==> run_1/gates.png <==
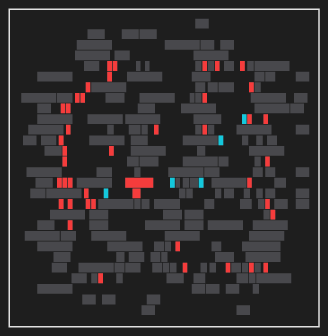
==> run_1/m1.png <==
Supply wires on this layer in gray.
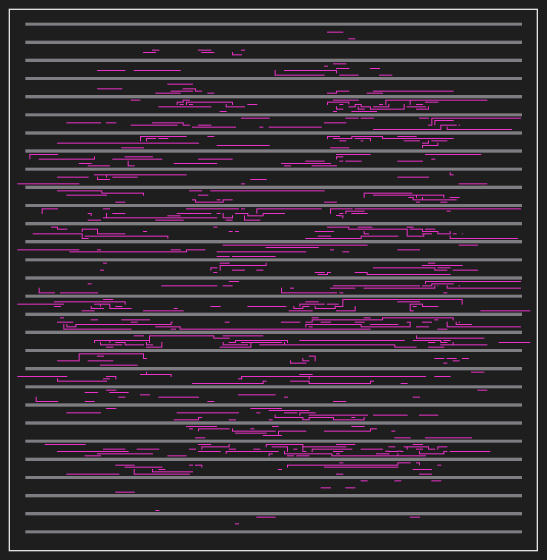
==> run_1/floorplan.png <==
Pins as bars on the die edge.
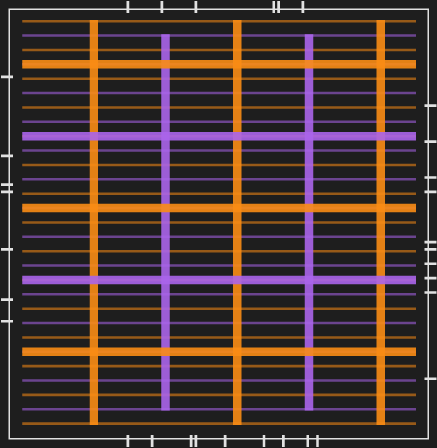
==> run_1/ff_map.png <==
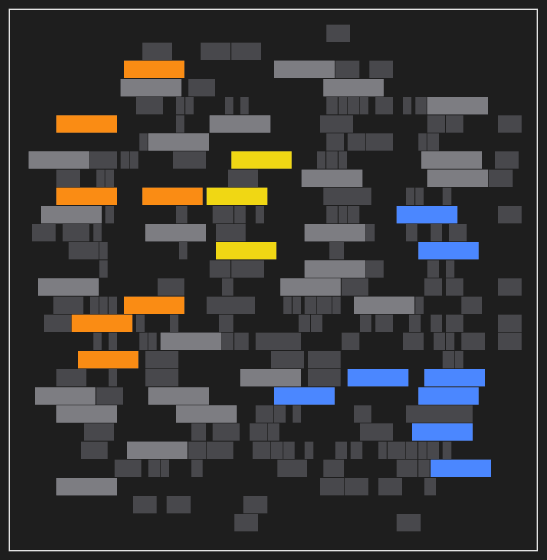
**src/rtl/serial_sub_pkg.sv**
```systemverilog
// Shared definitions for the bit-serial arithmetic blocks.
// The state encodings are kept here so the planned serial adder uses the same ones.
package serial_sub_pkg;

    localparam int SERIAL_WIDTH_DEFAULT = 8;

    typedef enum logic [1:0] {
        S_IDLE = 2'd0,
        S_RUN  = 2'd1,
        S_DONE = 2'd2
    } serial_state_t;

endpackage : serial_sub_pkg

```
**src/rtl/serial_sub_sub_1_bit.sv**
```systemverilog
// One-bit full subtractor cell: D = A - B - Bin, with the borrow out.
module sub_1_bit (
    input  logic A,
    input  logic B,
    input  logic Bin,
    output logic D,
    output logic Bout
);

    // Difference bit and borrow: a borrow is needed when b exceeds a, or when they are equal and a borrow arrives.
    always_comb begin
        D    = A ^ B ^ Bin;
        Bout = (~A & B) | (~(A ^ B) & Bin);
    end

endmodule : sub_1_bit

```
**src/rtl/serial_sub.sv**
```systemverilog
// Bit-serial subtractor: D = A - B - Bin, one bit per clock, LSB first.
//
//  state  | meaning
//  -------+-------------------------------------------------------------
//  S_IDLE | waiting for start; last result held on D/Bout/V
//  S_RUN  | one bit per edge through the cell; busy=1 for WIDTH cycles
//  S_DONE | one cycle with done=1; result valid
module serial_sub
    import serial_sub_pkg::*;
#(
    parameter int WIDTH = SERIAL_WIDTH_DEFAULT
) (
    input  logic             clk,
    input  logic             rstn,
    input  logic             start,
    input  logic [WIDTH-1:0] A,
    input  logic [WIDTH-1:0] B,
    input  logic             Bin,
    output logic             busy,
    output logic             done,
    output logic [WIDTH-1:0] D,
    output logic             Bout,
    output logic             V
);

    localparam int CW = (WIDTH > 1) ? $clog2(WIDTH) : 1;
    localparam logic [CW-1:0] LAST_CNT = CW'(WIDTH - 1);

    serial_state_t    r_state;
    logic [WIDTH-1:0] r_a;
    logic [WIDTH-1:0] r_b;
    logic             r_brw;
    logic [CW-1:0]    r_cnt;
    logic [WIDTH-2:0] r_res;
    logic             r_a_msb;
    logic             r_b_msb;
    logic             r_busy;
    logic             r_done;
    logic [WIDTH-1:0] r_d;
    logic             r_bout;
    logic             r_v;

    logic             w_d;
    logic             w_bout;
    logic [WIDTH-1:0] w_res_next;

    sub_1_bit u_cell (
        .A    (r_a[0]),
        .B    (r_b[0]),
        .Bin  (r_brw),
        .D    (w_d),
        .Bout (w_bout)
    );

    // The new bit enters at the MSB; after WIDTH shifts the first bit has reached bit 0.
    always_comb begin
        w_res_next = {w_d, r_res};
    end

    // Sequencer, operand shifters, borrow flop and registered result outputs.
    always_ff @(posedge clk or negedge rstn) begin
        if (!rstn) begin
            r_state <= S_IDLE;
            r_a     <= '0;
            r_b     <= '0;
            r_brw   <= 1'b0;
            r_cnt   <= '0;
            r_res   <= '0;
            r_a_msb <= 1'b0;
            r_b_msb <= 1'b0;
            r_busy  <= 1'b0;
            r_done  <= 1'b0;
            r_d     <= '0;
            r_bout  <= 1'b0;
            r_v     <= 1'b0;
        end else begin
            case (r_state)
                S_IDLE: begin
                    r_done <= 1'b0;
                    if (start) begin
                        r_a     <= A;
                        r_b     <= B;
                        r_brw   <= Bin;
                        r_a_msb <= A[WIDTH-1];
                        r_b_msb <= B[WIDTH-1];
                        r_cnt   <= '0;
                        r_busy  <= 1'b1;
                        r_state <= S_RUN;
                    end
                end
                S_RUN: begin
                    r_a   <= r_a >> 1;
                    r_b   <= r_b >> 1;
                    r_brw <= w_bout;
                    r_res <= w_res_next[WIDTH-1:1];
                    r_cnt <= r_cnt + 1'b1;
                    if (r_cnt == LAST_CNT) begin
                        // Sign overflow uses the saved MSBs; the shifted operand registers no longer hold them.
                        r_d     <= w_res_next;
                        r_bout  <= w_bout;
                        r_v     <= (r_a_msb ^ r_b_msb) & (r_a_msb ^ w_d);
                        r_busy  <= 1'b0;
                        r_done  <= 1'b1;
                        r_state <= S_DONE;
                    end
                end
                S_DONE: begin
                    r_done  <= 1'b0;
                    r_state <= S_IDLE;
                end
                default: begin
                    r_busy  <= 1'b0;
                    r_done  <= 1'b0;
                    r_state <= S_IDLE;
                end
            endcase
        end
    end

    assign busy = r_busy;
    assign done = r_done;
    assign D    = r_d;
    assign Bout = r_bout;
    assign V    = r_v;

endmodule : serial_sub

```
**config.mk**
```make
export PLATFORM = sky130hd
export DESIGN_NAME = serial_sub
export DESIGN_NICKNAME = d
export VERILOG_FILES = /design/src/rtl/serial_sub_pkg.sv /design/src/rtl/serial_sub_sub_1_bit.sv /design/src/rtl/serial_sub.sv
export SDC_FILE = /design/constraint.sdc
export NUM_CORES = 1
export LEC_CHECK = 0
export CORE_AREA = 2 2 77 79
export CTS_CLUSTER_DIAMETER = 80
export CTS_CLUSTER_SIZE = 16
export DETAILED_ROUTE_END_ITERATION = 8
export DIE_AREA = 0 0 79 81
export GPL_TIMING_DRIVEN = 0
export PLACE_DENSITY_LB_ADDON = 0.08
export SETUP_SLACK_MARGIN = 0.2
export SLEW_MARGIN = 20
export SYNTH_ARGS = -nofsm -noshare
export SYNTH_HDL_FRONTEND = slang
export SYNTH_SLANG_ARGS = --single-unit
```
**constraint.sdc**
```tcl
create_clock -name clk -period 1.9 [get_ports clk]
set_input_delay 0.475 -clock clk [delete_from_list [all_inputs] [get_ports clk]]
set_output_delay 0.475 -clock clk [all_outputs]
set_load 0.01 [all_outputs]
```
==> deck_impl_summary.md, run 1 <==
Flow Results at a Glance

Run status
  • Status: complete, no violations

Yosys
  • XOR Share, Synth: 0
  • Most frequent cell after synthesis: sky130_fd_sc_hd__dfrtp_1
  • Top cell types by occurrence after synthesis: 43 x sky130_fd_sc_hd__dfrtp_1, 41 x sky130_fd_sc_hd__nand2_1, 11 x sky130_fd_sc_hd__a22oi_1, 11 x sky130_fd_sc_hd__o21ai_0, 10 x sky130_fd_sc_hd__mux2_2
  • Share of synthesized registers carrying an async set or reset: 1.00
  • Leading cell types by total area after synthesis: sky130_fd_sc_hd__dfrtp_1 57%, sky130_fd_sc_hd__nand2_1 8.1%, sky130_fd_sc_hd__mux2_2 5.9%
  • Multiplexer share: 0.0595
  • Area share of and/or/nand/nor cells after synthesis: 0.155
  • Largest family of logic cells by area: simple AND/OR/NAND/NOR gates
  • Area figure in the yosys stat output: 1890 µm²
  • Cell total in the yosys stat output: 173
  • Total nets after synthesis: 196
  • Number of unique standard cell types used by synthesis: 24
  • Portion of the post-synthesis area used by sequential elements: 0.568
  • Area share of the largest cell type after synthesis: 0.568
  • FA/HA/MAJ Cells, Area Fraction: 0.0238
  • Leading area contributor after synthesis: sky130_fd_sc_hd__dfrtp_1
  • Number of instances in the synthesized netlist: 173
  • Flip-flop cell with the highest count after synthesis: sky130_fd_sc_hd__dfrtp_1
  • Yosys warnings: 0
  • Post-synth tally of flip-flops with integrated enable: 0
  • Mean instance size in the synthesized netlist: around 11 µm²
  • Compound-gate portion of the synthesized area: 0.143
  • Total of flip-flops plus latches after synthesis: 43
  • Post-Synthesis Cell Area: about 1900 µm²

Global route
  • Residual overflow from global routing: 0
  • Global-route met1 utilization: 0.180
  • Global-route wire length before repair: 7020 µm
  • Largest net degree at the start of global routing: 24
  • Initial antenna violation count: 0
  • Vias in the first global route: 1,482
  • Layer with the highest usage after global routing: met2
  • Met2 global-route usage: 0.235
  • All-layer global routing usage: 0.143
  • Met3 global-route usage: 0.0411

Route
  • Per-cell routed wire length: 14.1 µm
  • WL final: 4060 µm
  • Via count normalized by instance count: 4.72
  • Antenna-violating nets left: 0
  • 1st-iter DRT viols: between 70 and 80
  • Drt drc: 0
  • Met2 wire length: approximately 1900 µm
  • Metal1 wirelength: 1860 µm
  • Total via count after detailed routing: 1,359
  • Top metal layer carrying routed signals: met4
  • Met3 Wirelength: 211 µm
  • Detailed-router iteration count before antenna repair: 4

Power
  • Pwr top: sequential cells
  • Register share of total power: 0.429
  • Worst VDD drop: a little under 0.6 mV
  • Power in sequential cells: 1.53 mW
  • Share of total power consumed by net switching: 0.343
  • P_leak: 1.23 nW
  • Clock group share of total power: 0.175
  • Combinational cell fraction of total power: 0.396
  • Cell Int Power: 2.34 mW
  • Overall power of the completed layout: 3.56 mW
  • Clk power: 624 µW
  • Ratio of total power to cell area: 1460 nW/µm²
  • P_comb: 1.41 mW
  • Switch Pwr: between 1 and 1.5 mW

STA
  • Measured slew at the worst slew-check pin: 525 ps
  • Final period utilization: 0.865
  • FMAX: 608 MHz
  • Min Tclk post-route: between 1500 and 2000 ps
  • Max-Slew Margin vs Limit: 0.650
  • Final clock skew: 4.69 ps
  • Setup total negative slack: 0 ps
  • Final Max Slew Viols: 0
  • Post-Route Hold Slack: 153 ps
  • RSZ-0062 raised after global routing: false
  • Fin worst setup slack: around 260 ps
  • Setup violations, final: 0
  • Number of failing hold endpoints at the final stage: 0

Worst setup path
  • Arrival time of data at the critical path endpoint: between 1000 and 1500 ps
  • Worst setup path startpoint: D[2]
  • Max stage delay cell, worst path: sky130_fd_sc_hd__clkdlybuf4s50_1
  • Startpoint types: flop
  • Maximum net fanout on the critical path: 2
  • Category of the most critical setup path: reg2out
  • Launch point of the worst reg-to-reg path: r_cnt[0]
  • Largest delay contributor family on the critical path: buffers and inverters
  • Critical Path End Type: output port
  • Reg-to-Reg End: D[5]
  • Worst path cell trace: clkdlybuf4s50_1
  • Total buffers and inverters traversed by the critical path: 1
  • Max incr delay on CP: 540 ps
  • Worst reg-to-reg path cell count: 5
  • Crit path to: D[2]
  • Total number of cells along the worst setup path: 1
  • Crit path DRT: between 1000 and 1500 ps
  • Setup slack of the worst register-to-register path: 320 ps

Flow run
  • Max Cap Violations: 0
  • Number of warning messages in the logs: 26

Finish
  • Utilization after layout: 0.430
  • Final nets: 235
  • Diodes inserted: 0
  • Final design instance area without fill: 2440 µm²
  • Top logic cell by instance count in the layout: sky130_fd_sc_hd__dfrtp_1
  • Share of cells above drive strength 1: 0.155
  • Area growth, synth to finish: 28.8%
  • Final non-filler cell total: 288
  • Most frequent cells in the layout: 43 x sky130_fd_sc_hd__dfrtp_1, 41 x sky130_fd_sc_hd__nand2_1, 21 x sky130_fd_sc_hd__clkdlybuf4s50_1, 11 x sky130_fd_sc_hd__o21ai_0, 11 x sky130_fd_sc_hd__a22oi_1

Floorplanning
  • Starting utilization of the core area: 0.334
  • Number of rows created at floorplan: 28
  • Die span in y: roughly 81 µm
  • Total die size: 6400 µm²
  • Core area: 5680 µm²
  • Top Ports: 32
  • Horizontal die dimension: 79 µm

Clock tree
  • Cell at the root of the clock tree: sky130_fd_sc_hd__clkbuf_8
  • Longest Clk Path Bufs: 2
  • Hold bufs inserted after CTS: 0
  • Clock tree from TritonCTS: built
  • H-Tree Depth: 2
  • Buffers inserted during post-CTS setup optimization: 0
  • Resized cells post-CTS: 1
  • CTS clk-pin slew, worst paths: 70 ps
  • Sink Count: 43
  • Clock latency on the worst-skew pair: slightly below 300 ps
  • Number of buffers created by CTS: 5

Place
  • Pre-CTS worst setup slack: -106 ps
  • I/O Buffers: 31
  • Count of placed standard cells including taps: 280
  • DPL Wire Length: 2920 µm
  • Routability congestion estimate: 0.748
  • Cell area after placement: roughly 2300 µm²

Worst hold path
  • Path category of the worst min-delay check: in2async
Back to the opening pictures, gates.png:
| family | color | cells | most used |
|---|---|---|---|
| inv cells | cyan | 5 | inv_1 |
| nand cells | red | 43 | nand2_1 |

Back to the opening pictures, m1.png:
share of all routed wire: 46%
nets with wire on the layer: 211
wire length on this layer: 1,860 µm
main direction: horizontal

Back to the opening pictures, floorplan.png:
| net | color |
|---|---|
| VSS | orange |
| VDD | purple |
met4 straps: 5
rows: 28

Back to the opening pictures, ff_map.png:
| netlist name | color | flops |
|---|---|---|
| `r_cnt` | yellow | 3 |
| `r_res` | orange | 7 |
| `r_b` | blue | 8 |
not colored: 25

run 1: flip-flops by register name (all words and copies together) (netlist names):
name     flops
r_cnt        3
r_state      2
done         1
r_brw        1
r_a_msb      1
r_b          8
D            8
V            1
Bout         1
r_b_msb      1
r_a          8
r_res        7
busy         1
run 1: final cells by class:
cell class	instances	area [µm²]
Buffer	10	76.3
Clock buffer	8	100
Fill cell	572	3240
Inverter	5	18.8
Multi-Input combinational cell	115	722
Sequential cell	43	1080
Tap cell	75	93.8
Timing Repair Buffer	32	352
run 1: kinds of logic (layout without fill, tap and decap cells):
group                      Yosys count  count (layout)
AOI/OAI and AO/OA                   44              44
buffers and inverters               15              55
DFF                                 43              43
muxes                               10              10
adders and majority gates            3               3
and+or+nand+nor                     58              58
==> run_1/clock_nets.png <==
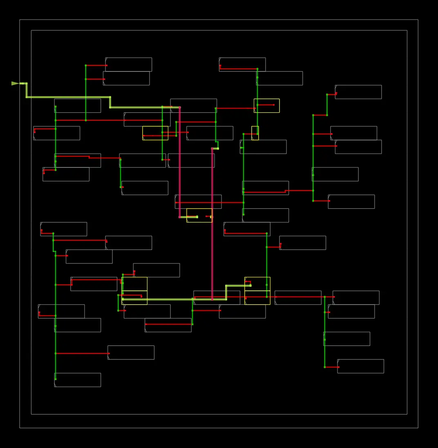

--- run 2 (diff from run 1) ---
Settings changed: CORE_AREA 2 2 77 79 to 2 2 64 66, DIE_AREA 0 0 79 81 to 0 0 66 68, HOLD_SLACK_MARGIN from default to 0.06.
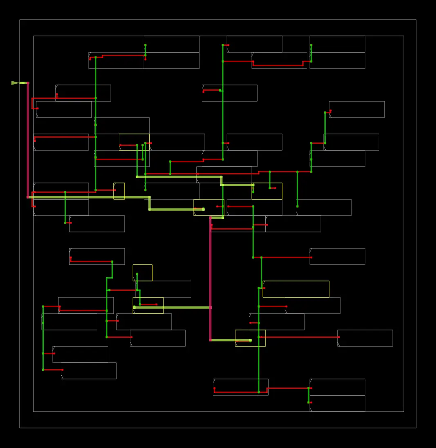
(run_2/clock_nets.png)
flip-flops: 43
layout clock buffer count: 5
Clk power: 706 µW

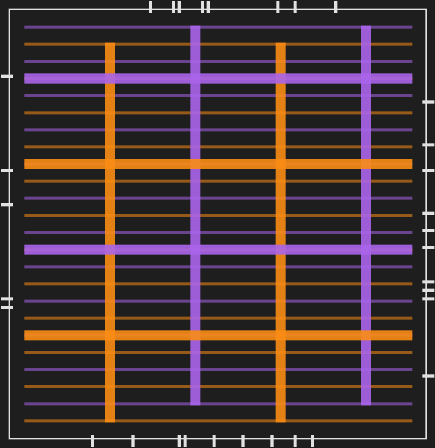
(run_2/floorplan.png)
Pins as bars on the die edge.
| net | color |
|---|---|
| VDD | purple |
| VSS | orange |
rows: 23
met5 straps: 4
signal pins: 32
met4 straps: 4
met1 rails: 24

==> deck_impl_summary.md, run 2 <==
Flow Results at a Glance

Run status
  • Status: complete, no violations

Yosys
  • Leading area contributor after synthesis: sky130_fd_sc_hd__dfrtp_1
  • Total nets after synthesis: 196 (unchanged)
  • Post-synth tally of flip-flops with integrated enable: 0 (unchanged)
  • Post-Synthesis Cell Area: 1890 µm² (unchanged)
  • Flip-flop cell with the highest count after synthesis: sky130_fd_sc_hd__dfrtp_1
  • Leading cell types by total area after synthesis: sky130_fd_sc_hd__dfrtp_1 57%, sky130_fd_sc_hd__nand2_1 8.1%, sky130_fd_sc_hd__mux2_2 5.9%
  • Share of synthesized registers carrying an async set or reset: 1.00 (unchanged)
  • Area figure in the yosys stat output: 1890 µm² (unchanged)
  • Number of unique standard cell types used by synthesis: 24 (unchanged)
  • Top cell types by occurrence after synthesis: 43 x sky130_fd_sc_hd__dfrtp_1, 41 x sky130_fd_sc_hd__nand2_1, 11 x sky130_fd_sc_hd__a22oi_1, 11 x sky130_fd_sc_hd__o21ai_0, 10 x sky130_fd_sc_hd__mux2_2
  • Number of instances in the synthesized netlist: 173 (unchanged)
  • Yosys warnings: 0 (unchanged)
  • Total of flip-flops plus latches after synthesis: 43 (unchanged)
  • Most frequent cell after synthesis: sky130_fd_sc_hd__dfrtp_1
  • Mean instance size in the synthesized netlist: 10.9 µm² (unchanged)
  • Portion of the post-synthesis area used by sequential elements: 0.568 (unchanged)
  • Cell total in the yosys stat output: 173 (unchanged)
  • Area share of the largest cell type after synthesis: 0.568 (unchanged)

Power
  • Worst VDD drop: 0.804 mV (+36%)
  • P_leak: 1.21 nW (-1.9%)
  • Overall power of the completed layout: 3.64 mW (+2.2%)
  • Ratio of total power to cell area: 1510 nW/µm² (+3.2%)

Floorplanning
  • Top Ports: 32 (unchanged)
  • Number of rows created at floorplan: 23 (-18%)
  • Well-tap cell count: 50 (-33%)
  • Die span in y: 68 µm (-16%)
  • Total die size: 4490 µm² (-30%)
  • Core area: 3860 µm² (-32%)
  • Horizontal die dimension: 66 µm (-16%)
  • Starting utilization of the core area: 0.491 (+0.157)

Clock tree
  • Clock tree from TritonCTS: built
  • Longest Clk Path Bufs: 2 (unchanged)
  • Sink Count: 43 (unchanged)
  • Hold bufs inserted after CTS: 0 (unchanged)
  • Clock latency on the worst-skew pair: 300 ps (about the same)
  • Number of buffers created by CTS: 5 (unchanged)
  • Buffers inserted during post-CTS setup optimization: 0 (unchanged)
  • H-Tree Depth: 2 (unchanged)
  • Resized cells post-CTS: 1 (unchanged)
  • CTS clk-pin slew, worst paths: 80 ps (about the same)
  • Cell at the root of the clock tree: sky130_fd_sc_hd__clkbuf_8

Worst setup path
  • Setup slack of the worst register-to-register path: 300 ps (-20 ps)
  • Total number of cells along the worst setup path: 1 (unchanged)
  • Launch point of the worst reg-to-reg path: r_cnt[0]
  • Arrival time of data at the critical path endpoint: 1180 ps (about the same)
  • Total buffers and inverters traversed by the critical path: 1 (unchanged)
  • Max incr delay on CP: 540 ps (about the same)
  • Worst setup path startpoint: D[0]
  • Crit path DRT: 1420 ps (about the same)
  • Worst path cell trace: clkdlybuf4s50_1
  • Startpoint types: flop
  • Critical Path End Type: output port
  • Worst reg-to-reg path cell count: 5 (unchanged)
  • Largest delay contributor family on the critical path: buffers and inverters
  • Maximum net fanout on the critical path: 2 (unchanged)
  • Category of the most critical setup path: reg2out
  • Reg-to-Reg End: D[5]
  • Crit path to: D[0]
  • Max stage delay cell, worst path: sky130_fd_sc_hd__clkdlybuf4s50_1

Finish
  • Non-clock buffer count in the final layout: 42 (unchanged)
  • Share of cells above drive strength 1: 0.160 (+0.00469)
  • Biggest Area Class: registers
  • Number of logic gates: 115 (unchanged)
  • Diodes inserted: 0 (unchanged)
  • Multi-input gate area: 722 µm² (unchanged)
  • Area growth, synth to finish: 27.6%
  • Logic share of the area: 0.299 (+0.00291)
  • Buffer share of cell area: 0.175 (-0.000345)
  • Final nets: 235 (unchanged)
  • Non-clock inverter count: 5 (unchanged)
  • Reg area: 1080 µm² (unchanged)
  • Total of fill cells in the finished design: 313 (-45%)
  • Fraction of area in registers: 0.446 (+0.00434)
  • Top logic cell by instance count in the layout: sky130_fd_sc_hd__dfrtp_1
  • Most frequent cells in the layout: 43 x sky130_fd_sc_hd__dfrtp_1, 41 x sky130_fd_sc_hd__nand2_1, 23 x sky130_fd_sc_hd__clkdlybuf4s50_1, 11 x sky130_fd_sc_hd__o21ai_0, 11 x sky130_fd_sc_hd__a22oi_1
  • Fraction of area in clock buffers and inverters: 0.0466 (+0.00559)

STA
  • Final period utilization: 0.873 (+0.00775)
  • Setup total negative slack: 0 ps (unchanged)
  • FMAX: 603 MHz (-0.89%)
  • Post-Route Hold Slack: 151 ps (-2.45 ps)
  • Fin worst setup slack: 241 ps (-14.7 ps)
  • RSZ-0062 raised after global routing: false
  • Measured slew at the worst slew-check pin: 532 ps (+7.42 ps)
  • Number of failing hold endpoints at the final stage: 0 (unchanged)
  • Min Tclk post-route: 1660 ps (+14.7 ps)
  • Final Max Slew Viols: 0 (unchanged)
  • Final clock skew: 10.6 ps (+5.94 ps)
  • Max-Slew Margin vs Limit: 0.645 (-0.00494)
  • Setup violations, final: 0 (unchanged)

Route
  • Per-cell routed wire length: 14.2 µm (+0.80%)
  • WL final: 3740 µm (-7.9%)
  • Antenna-violating nets left: 0 (unchanged)
  • 1st-iter DRT viols: 89 (+25%)
  • Met2 wire length: 1880 µm (-3.2%)
  • Total via count after detailed routing: 1,363 (+0.29%)
  • Top metal layer carrying routed signals: met4
  • Drt drc: 0 (unchanged)
  • Met3 Wirelength: 239 µm (+13%)
  • Metal1 wirelength: 1580 µm (-15%)
  • Detailed-router iteration count before antenna repair: 4 (unchanged)
  • Via count normalized by instance count: 5.18 (+9.8%)

Flow run
  • Max Cap Violations: 0 (unchanged)
  • Number of warning messages in the logs: 26 (unchanged)

Global route
  • Met3 global-route usage: 0.0543 (+0.0132)
  • Largest net degree at the start of global routing: 23 (-4.2%)
  • Residual overflow from global routing: 0 (unchanged)
  • Initial antenna violation count: 0 (unchanged)
  • Vias in the first global route: 1,439 (-2.9%)
  • Met2 global-route usage: 0.335 (+0.0999)
  • Global-route met1 utilization: 0.238 (+0.0580)
  • All-layer global routing usage: 0.193 (+0.0500)
  • Layer with the highest usage after global routing: met2
  • Global-route wire length before repair: 6490 µm (-7.7%)

Place
  • Routability congestion estimate: 0.812 (+8.5%)
  • I/O Buffers: 31 (unchanged)
  • DPL Wire Length: 2680 µm (-8.1%)
  • Pre-CTS worst setup slack: -69.9 ps (+36.3 ps)

Worst hold path
  • Path category of the worst min-delay check: in2async
run 2: cell counts after synthesis:
Identical to the previous run, type by type.
run 2: stage by stage:
step | util | area (µm²) | cells
4_1_cts | 0.622 | 2400 | 263
5_1_grt | 0.626 | 2410 | 263
3_3_place_gp | 0.588 | 2270 | 254
3_5_place_dp | 0.593 | 2290 | 255
2_1_floorplan | - | 1890 | 173
6_report | 0.626 | 2410 | 263
run 2: power breakdown:
group          switching [mW]  internal (mW)
sequential              0.220           1.30
clock                   0.315          0.391
combinational           0.703          0.710
total                    1.24           2.40
run 2: kinds of logic after synthesis:
group           share of synthesized area
compound gates                      0.143
fa+ha+maj                          0.0238
buf+inv                            0.0502
flops                               0.568
mux                                0.0595
simple gates                        0.155
==> run_2/gates.png <==
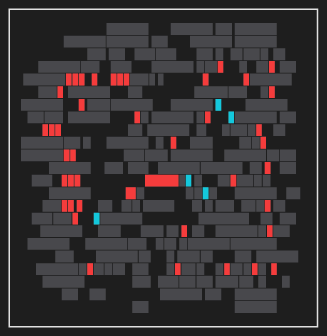

--- run 3 (diff from run 2) ---
Settings changed: CORE_AREA 2 2 64 66 to 2 2 57 73, DIE_AREA 0 0 66 68 to 0 0 59 75.
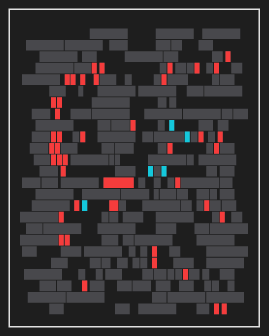
(run_3/gates.png)
| family | color | cells | most used |
|---|---|---|---|
| nand cells | red | 43 | nand2_1 |
| inv cells | cyan | 5 | inv_1 |

==> deck_impl_summary.md, run 3 <==
Flow Results at a Glance

Power
  • Overall power of the completed layout: 3.46 mW (-5.0%)
  • Power in sequential cells: 1.53 mW (about the same)
  • Clk power: 529 µW (-25%)
  • Share of total power consumed by net switching: 0.349 (+0.00896)
  • Pwr top: sequential cells
  • Combinational cell fraction of total power: 0.405 (+0.017)
  • Switch Pwr: 1.21 mW (-2.5%)

Yosys
  • Total of flip-flops plus latches after synthesis: 43 (unchanged)
  • Flip-flop cell with the highest count after synthesis: sky130_fd_sc_hd__dfrtp_1
  • Share of synthesized registers carrying an async set or reset: 1.00 (unchanged)
  • FA/HA/MAJ Cells, Area Fraction: 0.0238 (unchanged)
  • Largest family of logic cells by area: simple AND/OR/NAND/NOR gates
  • Leading area contributor after synthesis: sky130_fd_sc_hd__dfrtp_1
  • Area share of and/or/nand/nor cells after synthesis: 0.155 (unchanged)
  • Mean instance size in the synthesized netlist: 10.9 µm² (unchanged)
  • Portion of the post-synthesis area used by sequential elements: 0.568 (unchanged)
  • Total nets after synthesis: 196 (unchanged)

Global route
  • Global-route met1 utilization: 0.239 (+0.000541)
  • Largest net degree at the start of global routing: 23 (unchanged)
  • Global-route wire length before repair: 6780 µm (+4.5%)
  • Initial antenna violation count: 0 (unchanged)

STA
  • Setup violations, final: 0 (unchanged)
  • Post-Route Hold Slack: 157 ps (+6.33 ps)
  • Fin worst setup slack: 260 ps (+19.6 ps)
  • Min Tclk post-route: 1640 ps (-19.6 ps)
  • Final clock skew: 12.3 ps (+1.67 ps)
  • Setup total negative slack: 0 ps (unchanged)
  • Final period utilization: 0.863 (-0.0103)
  • Number of failing hold endpoints at the final stage: 0 (unchanged)
  • Final Max Slew Viols: 0 (unchanged)
  • Max-Slew Margin vs Limit: 0.636 (-0.00916)
  • FMAX: 610 MHz (+1.2%)
  • RSZ-0062 raised after global routing: false

Worst setup path
  • Category of the most critical setup path: reg2out
  • Maximum net fanout on the critical path: 2 (unchanged)
  • Max stage delay cell, worst path: sky130_fd_sc_hd__clkdlybuf4s50_1
  • Arrival time of data at the critical path endpoint: 1160 ps (-20 ps)
  • Startpoint types: flop
  • Crit path DRT: 1420 ps (about the same)
  • Critical Path End Type: output port
  • Worst path cell trace: clkdlybuf4s50_1

Finish
  • Area growth, synth to finish: 24.9%
  • Final nets: 235 (unchanged)
  • Final design instance area without fill: 2360 µm² (-2.1%)
  • Diodes inserted: 0 (unchanged)

Clock tree
  • CTS clk-pin slew, worst paths: 80 ps (about the same)
  • Resized cells post-CTS: 1 (unchanged)
  • Hold bufs inserted after CTS: 0 (unchanged)
  • Cell at the root of the clock tree: sky130_fd_sc_hd__clkbuf_8
  • Number of buffers created by CTS: 5 (unchanged)
  • Clock latency on the worst-skew pair: 300 ps (about the same)
  • Clock tree from TritonCTS: built

Floorplanning
  • Core area: 3690 µm² (-4.3%)
  • Number of rows created at floorplan: 25 (+8.7%)
  • Starting utilization of the core area: 0.513 (+0.0220)

Route
  • WL final: 3950 µm (+5.6%)
  • Drt drc: 0 (unchanged)
  • 1st-iter DRT viols: 91 (+2.2%)
  • Met3 Wirelength: 184 µm (-23%)
  • Antenna-violating nets left: 0 (unchanged)

Worst hold path
  • Path category of the worst min-delay check: in2async

Flow run
  • Number of warning messages in the logs: 26 (unchanged)
  • Max Cap Violations: 0 (unchanged)

Run status
  • Status: complete, no violations
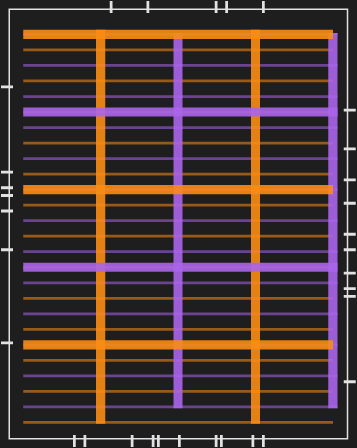
(run_3/floorplan.png)
Pins as bars on the die edge.
| net | color |
|---|---|
| VDD | purple |
| VSS | orange |
met4 straps: 4
met1 rails: 26
met5 straps: 5
signal pins: 32
rows: 25

-- run 3: cell counts after synthesis --
No cell type changed its count.
-- run 3: worst paths after layout --
check                               from  endpoint  slack, ps  cells after the start
worst max-delay path                D[5]      D[5]        260                      1
worst min-delay path                rstn      done        160                      1
worst max register to register  r_cnt[0]      D[3]        320                      5
worst min register to register         V         V        480                      2
max in group asynchronous           rstn      D[0]       1240                      2
min in group clk                       V         V        480                      2
-- run 3: final cells by class --
type / instances / area [µm²]
plain buffers: 10 / 76.3
clock buffers: 6 / 72.6
fillers: 317 / 1330
inverters: 5 / 18.8
multi-input cells: 115 / 722
flip-flops and latches: 43 / 1080
well taps: 40 / 50.0
repair buffers: 32 / 349
No activity file was given, so power comes from the tool's default toggle rates.
